Design logic_unit_pipe, sky130hd; sources not shown.
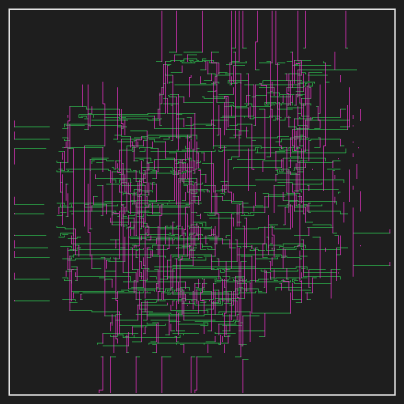
(metal layers overlaid)
Scale: 4 px per um. Two of the layers only.
- green: metal 1 (wire length 2,810 um)
- magenta: metal 2 (wire length 2,750 um)
Via Count: 2,454
Routed WL: 6.021 mm

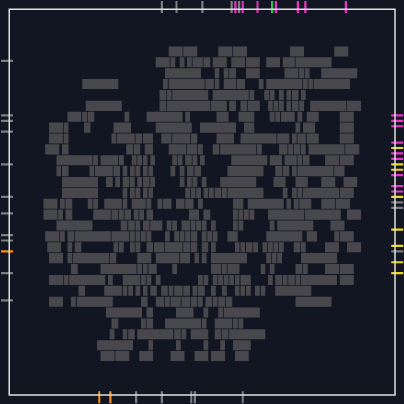
(pin placement)
Scale: 4 px per um. Pins as bars across the die edge, other pins in grey.
- green: `out_valid` (pins 1; direction output; edge top)
- orange: `op` (pins 3; direction input; edge 2 bottom, 1 left)
- magenta: `txn_cnt` (pins 16; direction output; edge 9 right, 7 top)
- yellow: `y` (pins 8; direction output; edge right)
- all pins by edge: 20 right, 13 top, 12 left, 7 bottom
Die Ht: 96.04 um
Die W: 96.04 um
Port-buffer cells: 51

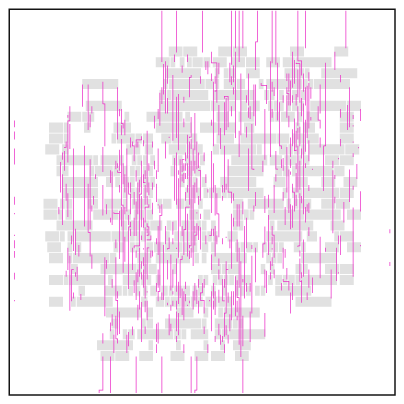
(M2 wires)
Scale: 4 px per um.
- main direction: vertical
- share of all routed wire: 46%
- wire length on this layer: 2,750 um
- nets with wire on the layer: 356
met2 usage: 22.59%

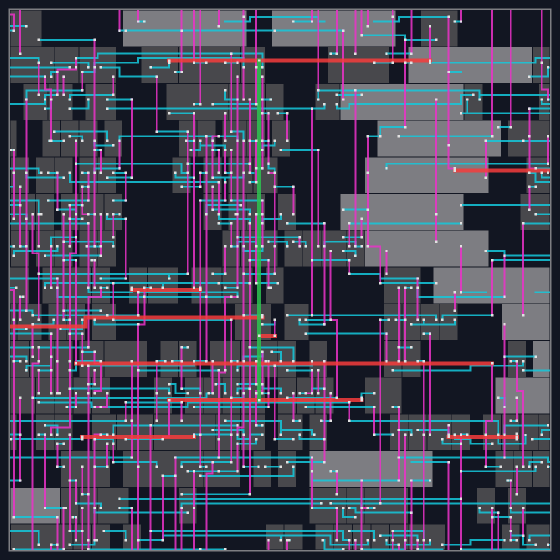
(close-up of the layout)
Region (28, 28) to (68, 68) um. Cells in grey, sequential cells in the stronger grey; small squares are vias.
- green: metal 4
- cyan: metal 1
- magenta: metal 2
- red: metal 3
- cells with their middle in the window: 164
- most frequent: nand2_1 (56), inv_1 (23), nand3_1 (19)
- sequential cells in the window: 10

==> run_results.csv <==
group,metric,value,unit
cells_and_area,seq_area,1201,um2
cells_and_area,largest_reg_flops,16,
synth,ff_type,"dfrtp_1",
cells_and_area,n_all_buffers,55,
timing,setup_viol,0,
synth,synth_area_per_cell,7.667,um2
setup_path,reg2reg_depth,10,
cells_and_area,mostFrequentLayoutCell,"nand2_1",
clocking,htree_levels,2,
global_routing,grt_first_pass_wirelength,10.32,mm
setup_path,critPathKind,"input pin to output port",
power_and_ir_drop,vdd_drop_max,0.3560,mV
clocking,cts_max_path_buffers,2,
timing,finalHoldViolCount,0,
die,chipArea,9224,um2
clocking,cts_tree,"built",
synth,yosys_cells,376,
cells_and_area,largest_class,"multi-input combinational cells",
clocking,numCtsBuffers,5,
synth,xor_share,3.950,%
timing,slew_violations,0,
setup_path,slowest_delay,0.55,ns
synth,synth_flops,48,
synth,syn_inst,376,
synth,ys_sh_mux,0.3906,%
setup_path,cp-start-kind,"input pin",
die,pin_count,52,
synth,simple_gate_area_share,29.73,%
clocking,clock-sinks,48,
power_and_ir_drop,pwr-share-comb,39.5,%
timing,fin_crit,2.281,ns
cells_and_area,drive_above_1_share,6.760,%
power_and_ir_drop,p_comb,974,uW
placed_design,post-dp-hpwl,4.744,mm
route,drtAntennaViolNets,0,
cells_and_area,syn_to_final_growth,22.05,%
global_routing,use_met1,18.16,%
status,outcome,"complete, no violations",
synth,yosysUniqueCellTypes,29,
Power and IR drop assume default switching activity.
